==> src/rtl/iot_pkg.sv <==
`default_nettype none
// ============================================================================
// Module   : iot_pkg
// Brief    : Shared constants and helpers for the active-device monitor link.
// Revision : 1.0 - initial release
// ============================================================================
package iot_pkg;

    localparam int N_DEV_DEFAULT = 8;

    localparam logic EV_OFF = 1'b0;
    localparam logic EV_ON  = 1'b1;

    // Callers zero-extend their vector to 256 bits; unused upper bits cost nothing.
    function automatic int unsigned popcount(input logic [255:0] v);
        int unsigned cnt;
        cnt = 0;
        for (int i = 0; i < 256; i++) begin
            cnt = cnt + {31'b0, v[i]};
        end
        return cnt;
    endfunction

endpackage
`default_nettype wire

==> src/rtl/iot_event_encoder_if.sv <==
`default_nettype none
// ============================================================================
// Module   : iot_event_encoder_if
// Brief    : Activity inputs and event/status outputs of the event encoder.
// Revision : 1.0 - initial release
// ============================================================================
interface iot_event_encoder_if
    import iot_pkg::*;
#(
    parameter int N_DEV = N_DEV_DEFAULT
);
    localparam int ID_W = $clog2(N_DEV);

    logic               enable;
    logic [N_DEV-1:0]   dev_active;
    logic               change;
    logic               on_off;
    logic [ID_W-1:0]    dev_id;
    logic [ID_W:0]      backlog;
    logic [7:0]         shadow_count;

    modport master (
        output enable, dev_active,
        input  change, on_off, dev_id, backlog, shadow_count
    );

    modport slave (
        input  enable, dev_active,
        output change, on_off, dev_id, backlog, shadow_count
    );

endinterface
`default_nettype wire

==> src/rtl/rr_arbiter.sv <==
`default_nettype none
// ============================================================================
// Module   : rr_arbiter
// Brief    : Combinational round-robin search for the first request at or
//            after ptr, wrapping from N-1 back to 0.
// Revision : 1.0 - initial release
// ============================================================================
module rr_arbiter #(
    parameter  int N    = 8,
    localparam int ID_W = $clog2(N)
) (
    input  logic [N-1:0]    req,
    input  logic [ID_W-1:0] ptr,
    output logic            gnt_valid,
    output logic [ID_W-1:0] gnt_idx
);

    logic [ID_W:0] w_cand;

    // Walk offsets from farthest to nearest so the nearest request wins last.
    always_comb begin
        gnt_valid = 1'b0;
        gnt_idx   = '0;
        w_cand    = '0;
        for (int i = N - 1; i >= 0; i--) begin
            w_cand = {1'b0, ptr} + (ID_W+1)'(i);
            if (w_cand >= (ID_W+1)'(N)) begin
                w_cand = w_cand - (ID_W+1)'(N);
            end
            if (req[w_cand[ID_W-1:0]]) begin
                gnt_valid = 1'b1;
                gnt_idx   = w_cand[ID_W-1:0];
            end
        end
    end

endmodule
`default_nettype wire

==> src/rtl/iot_event_encoder.sv <==
`default_nettype none
// ============================================================================
// Module   : iot_event_encoder
// Brief    : Serialises per-device activity changes into one on/off event per
//            clock, round-robin, with backlog and shadow active-count outputs.
// Revision : 1.0 - initial release
// ============================================================================
module iot_event_encoder
    import iot_pkg::*;
#(
    parameter int N_DEV = N_DEV_DEFAULT
) (
    input  wire logic           clk,
    input  wire logic           rst,
    iot_event_encoder_if.slave  bus
);

    localparam int ID_W = $clog2(N_DEV);

    logic [N_DEV-1:0]   r_state;
    logic [N_DEV-1:0]   r_rep;
    logic [ID_W-1:0]    r_ptr;
    logic               r_change;
    logic               r_on_off;
    logic [ID_W-1:0]    r_dev_id;
    logic [ID_W:0]      r_backlog;
    logic [7:0]         r_shadow;

    logic [N_DEV-1:0]   w_pend;
    logic [N_DEV-1:0]   w_rep_next;
    logic [N_DEV-1:0]   w_pend_next;
    logic               w_gnt_valid;
    logic [ID_W-1:0]    w_gnt_idx;
    logic               w_grant;

    assign w_pend = r_state ^ r_rep;

    rr_arbiter #(
        .N          (N_DEV)
    ) u_arb (
        .req        (w_pend),
        .ptr        (r_ptr),
        .gnt_valid  (w_gnt_valid),
        .gnt_idx    (w_gnt_idx)
    );

    assign w_grant = bus.enable & w_gnt_valid;

    always_comb begin
        w_rep_next = r_rep;
        if (w_grant) begin
            w_rep_next[w_gnt_idx] = r_state[w_gnt_idx];
        end
    end

    // Backlog reflects the pending set as it will look after this edge.
    assign w_pend_next = bus.dev_active ^ w_rep_next;

    always_ff @(posedge clk) begin
        if (rst) begin
            r_state   <= '0;
            r_rep     <= '0;
            r_ptr     <= '0;
            r_change  <= 1'b0;
            r_on_off  <= EV_OFF;
            r_dev_id  <= '0;
            r_backlog <= '0;
            r_shadow  <= '0;
        end else begin
            r_state   <= bus.dev_active;
            r_rep     <= w_rep_next;
            r_backlog <= (ID_W+1)'(popcount(256'(w_pend_next)));
            r_shadow  <= 8'(popcount(256'(w_rep_next)));
            if (w_grant) begin
                r_change <= 1'b1;
                r_on_off <= r_state[w_gnt_idx] ? EV_ON : EV_OFF;
                r_dev_id <= w_gnt_idx;
                r_ptr    <= (w_gnt_idx == ID_W'(N_DEV - 1)) ? '0 : w_gnt_idx + 1'b1;
            end else begin
                r_change <= 1'b0;
                r_on_off <= EV_OFF;
            end
        end
    end

    assign bus.change       = r_change;
    assign bus.on_off       = r_on_off;
    assign bus.dev_id       = r_dev_id;
    assign bus.backlog      = r_backlog;
    assign bus.shadow_count = r_shadow;

endmodule
`default_nettype wire
==> src/flat_wrapper.sv <==
// flat-port wrapper written by rule: the top's interface ports become plain ports
module iot_event_encoder_flat import iot_pkg::*;
#(
    parameter int N_DEV = N_DEV_DEFAULT
)
  (clk, rst, bus_enable, bus_dev_active, bus_change, bus_on_off, bus_dev_id, bus_backlog, bus_shadow_count);
  iot_event_encoder_if #(.N_DEV(N_DEV)) bus_i ();
  input  wire logic clk;
  input  wire logic rst;
  input wire logic [$bits(bus_i.enable)-1:0] bus_enable;
  input wire logic [$bits(bus_i.dev_active)-1:0] bus_dev_active;
  output wire logic [$bits(bus_i.change)-1:0] bus_change;
  output wire logic [$bits(bus_i.on_off)-1:0] bus_on_off;
  output wire logic [$bits(bus_i.dev_id)-1:0] bus_dev_id;
  output wire logic [$bits(bus_i.backlog)-1:0] bus_backlog;
  output wire logic [$bits(bus_i.shadow_count)-1:0] bus_shadow_count;
  assign bus_i.enable = bus_enable;
  assign bus_i.dev_active = bus_dev_active;
  assign bus_change = bus_i.change;
  assign bus_on_off = bus_i.on_off;
  assign bus_dev_id = bus_i.dev_id;
  assign bus_backlog = bus_i.backlog;
  assign bus_shadow_count = bus_i.shadow_count;
  iot_event_encoder #(.N_DEV(N_DEV)) u_core (.clk(clk), .rst(rst), .bus(bus_i));
endmodule
==> config.mk <==
export PLATFORM = sky130hd
export DESIGN_NAME = iot_event_encoder_flat
export DESIGN_NICKNAME = d
export VERILOG_FILES = /design/src/rtl/iot_pkg.sv /design/src/rtl/iot_event_encoder_if.sv /design/src/rtl/rr_arbiter.sv /design/src/rtl/iot_event_encoder.sv /design/src/flat_wrapper.sv
export SDC_FILE = /design/constraint.sdc
export NUM_CORES = 1
export LEC_CHECK = 0
export ABC_AREA = 1
export CAP_MARGIN = 20
export CORE_MARGIN = 1.5
export CORE_UTILIZATION = 60
export CTS_BUF_LIST = sky130_fd_sc_hd__clkbuf_4 sky130_fd_sc_hd__clkbuf_8
export DETAILED_ROUTE_END_ITERATION = 8
export HOLD_SLACK_MARGIN = 0.15
export PLACE_DENSITY = 0.81
export SLEW_MARGIN = 20
export SYNTH_ARGS = -nofsm -noshare
export SYNTH_HDL_FRONTEND = slang
export SYNTH_SLANG_ARGS = --single-unit
==> constraint.sdc <==
create_clock -name clk -period 10.1 [get_ports clk]
set_input_delay 1.515 -clock clk [delete_from_list [all_inputs] [get_ports clk]]
set_output_delay 1.515 -clock clk [all_outputs]
set_load 0.005 [all_outputs]
Congestion heat map:
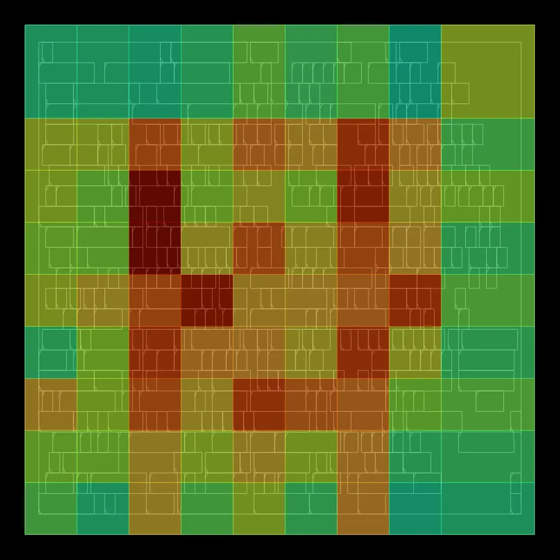
Wirelength per Cell: 13.7 µm
met1 Use GR: 39.3%
Util after Layout: 71.5%
M2 GR Usage: 43.9%
total track usage: 28.7%

Sequential cells coloured by netlist name:
(4 px per µm)
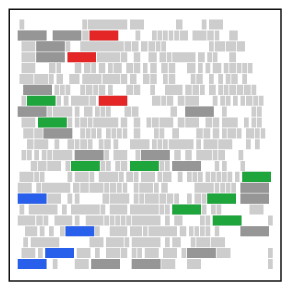
- green: u_core.r_rep (flops 8)
- blue: u_core.bus.backlog (flops 4; where lower left)
- red: u_core.r_ptr (flops 3)
- not coloured: 17
register area: 641 µm²
flop share of the area: 22.4%

==> flow_metrics.tcl <==
# place-and-route summary
set metrics [dict create \
    busiest_layer "met2" \
    topCellsByArea "dfxtp_1 26%, nand2_1 14%, nand3_1 11%, inv_1 6.9%, fa_1 6.4%" \
    antenna_found_initial 0 \
    cts_hold_buf 0 \
    async_flop_share_pct 0 \
    top_regs "u_core.r_rep (8), u_core.r_state (8)" \
    ioPinCount 28 \
    rr_worst_depth 23 \
    crit_family "adder cells" \
    synth_top_cell_by_area "dfxtp_1" \
    endpoint_kind "flop" \
    cts.sinks 32 \
    ys.flops 32 \
    combGateArea_um2 1590 \
    cp_max_fo 13 \
    ys_warn_count 0 \
    hold_ws_ns 0.471 \
    area_share_nonclk_buffers_pct 8.05 \
    hold_class "reg -> reg" \
    hold_end "u_core.bus.dev_id[2]" \
    finalSetupTns_ns 0 \
    worst_slack_ns 4.30 \
    grt_pass1_vias 2051 \
    status "finished clean" \
    cp.arrival_ns 6.01 \
    routed_wl_mm 6.07 \
    dieArea_um2 4570 \
    slew_viol_final 0 \
    tritoncts "built" \
    drive_gt1_share_pct 14.0 \
    worstSetupPathType "reg -> reg" \
    finalHoldViolCount 0 \
    io_buffers 23 \
    grt_max_degree 28 \
    edf_count 0 \
    firstDrtPassIters 5 \
    drtIter0Drc 226 \
    fin_area_um2 2860 \
    root_buffer "clkbuf_8" \
    r2r-start "u_core.r_ptr[0]" \
    postSynthSeqShare_pct 25.6 \
    yosys.cell_types.count 31 \
]
## cell families after synthesis
kind of cell | Yosys count | share of synthesized area (%)
AOI/OAI and AO/OA | 29 | 6.25
xor gates and xnor gates | 5 | 3.10
adders and majority gates | 17 | 10.9
buffers and inverters | 68 | 11.5
DFF | 32 | 25.6
other | 1 | 0.150
and+or+nand+nor | 218 | 42.5
## placed cells by master (no fill, tap or decap), types with 2 or more instances in the layout
master,Yosys,final
nand2_1,91,91
nand3_1,55,55
inv_1,46,46
nor2_1,37,37
dfxtp_1,32,32
clkdlybuf4s50_1,0,23
nand3_2,15,15
nand2_2,14,14
a21oi_1,12,12
inv_2,11,11
o21ai_1,10,10
ha_1,9,9
fa_1,8,8
clkbuf_8,0,7
conb_1,1,4
nand2_4,2,2
nand3_4,2,2
o21ai_0,2,2
xor2_1,2,2
## how the worst max path moves through the flow
| stage | cells past startpoint | end | slack [ns] | startpoint |
|---|---|---|---|---|
| finish | 23 | u_core.bus.backlog[1] | 4.30 | u_core.r_ptr[0] |
| global route | 28 | u_core.bus.backlog[1] | 4.05 | u_core.r_ptr[0] |
| CTS | 23 | u_core.bus.backlog[1] | 4.48 | u_core.r_ptr[0] |
| detailed placement | 27 | u_core.bus.backlog[1] | 4.55 | u_core.r_ptr[0] |
| global placement | 27 | u_core.bus.backlog[1] | 4.64 | u_core.r_ptr[0] |
| floorplan | 31 | u_core.bus.backlog[1] | 5.31 | u_core.r_ptr[1] |
## tightest hold or removal path, stage by stage (launching register included)
cell and delay, ns:
dfxtp_1 0.31, nand2_1 0.06, a21oi_1 0.05
## layer usage
metal	vias to the layer above	share of wire [%]
met3	20	8.2
met2	117	44
met1	1067	46
met4	0	2.4
li1	1202	-
met5	-	0
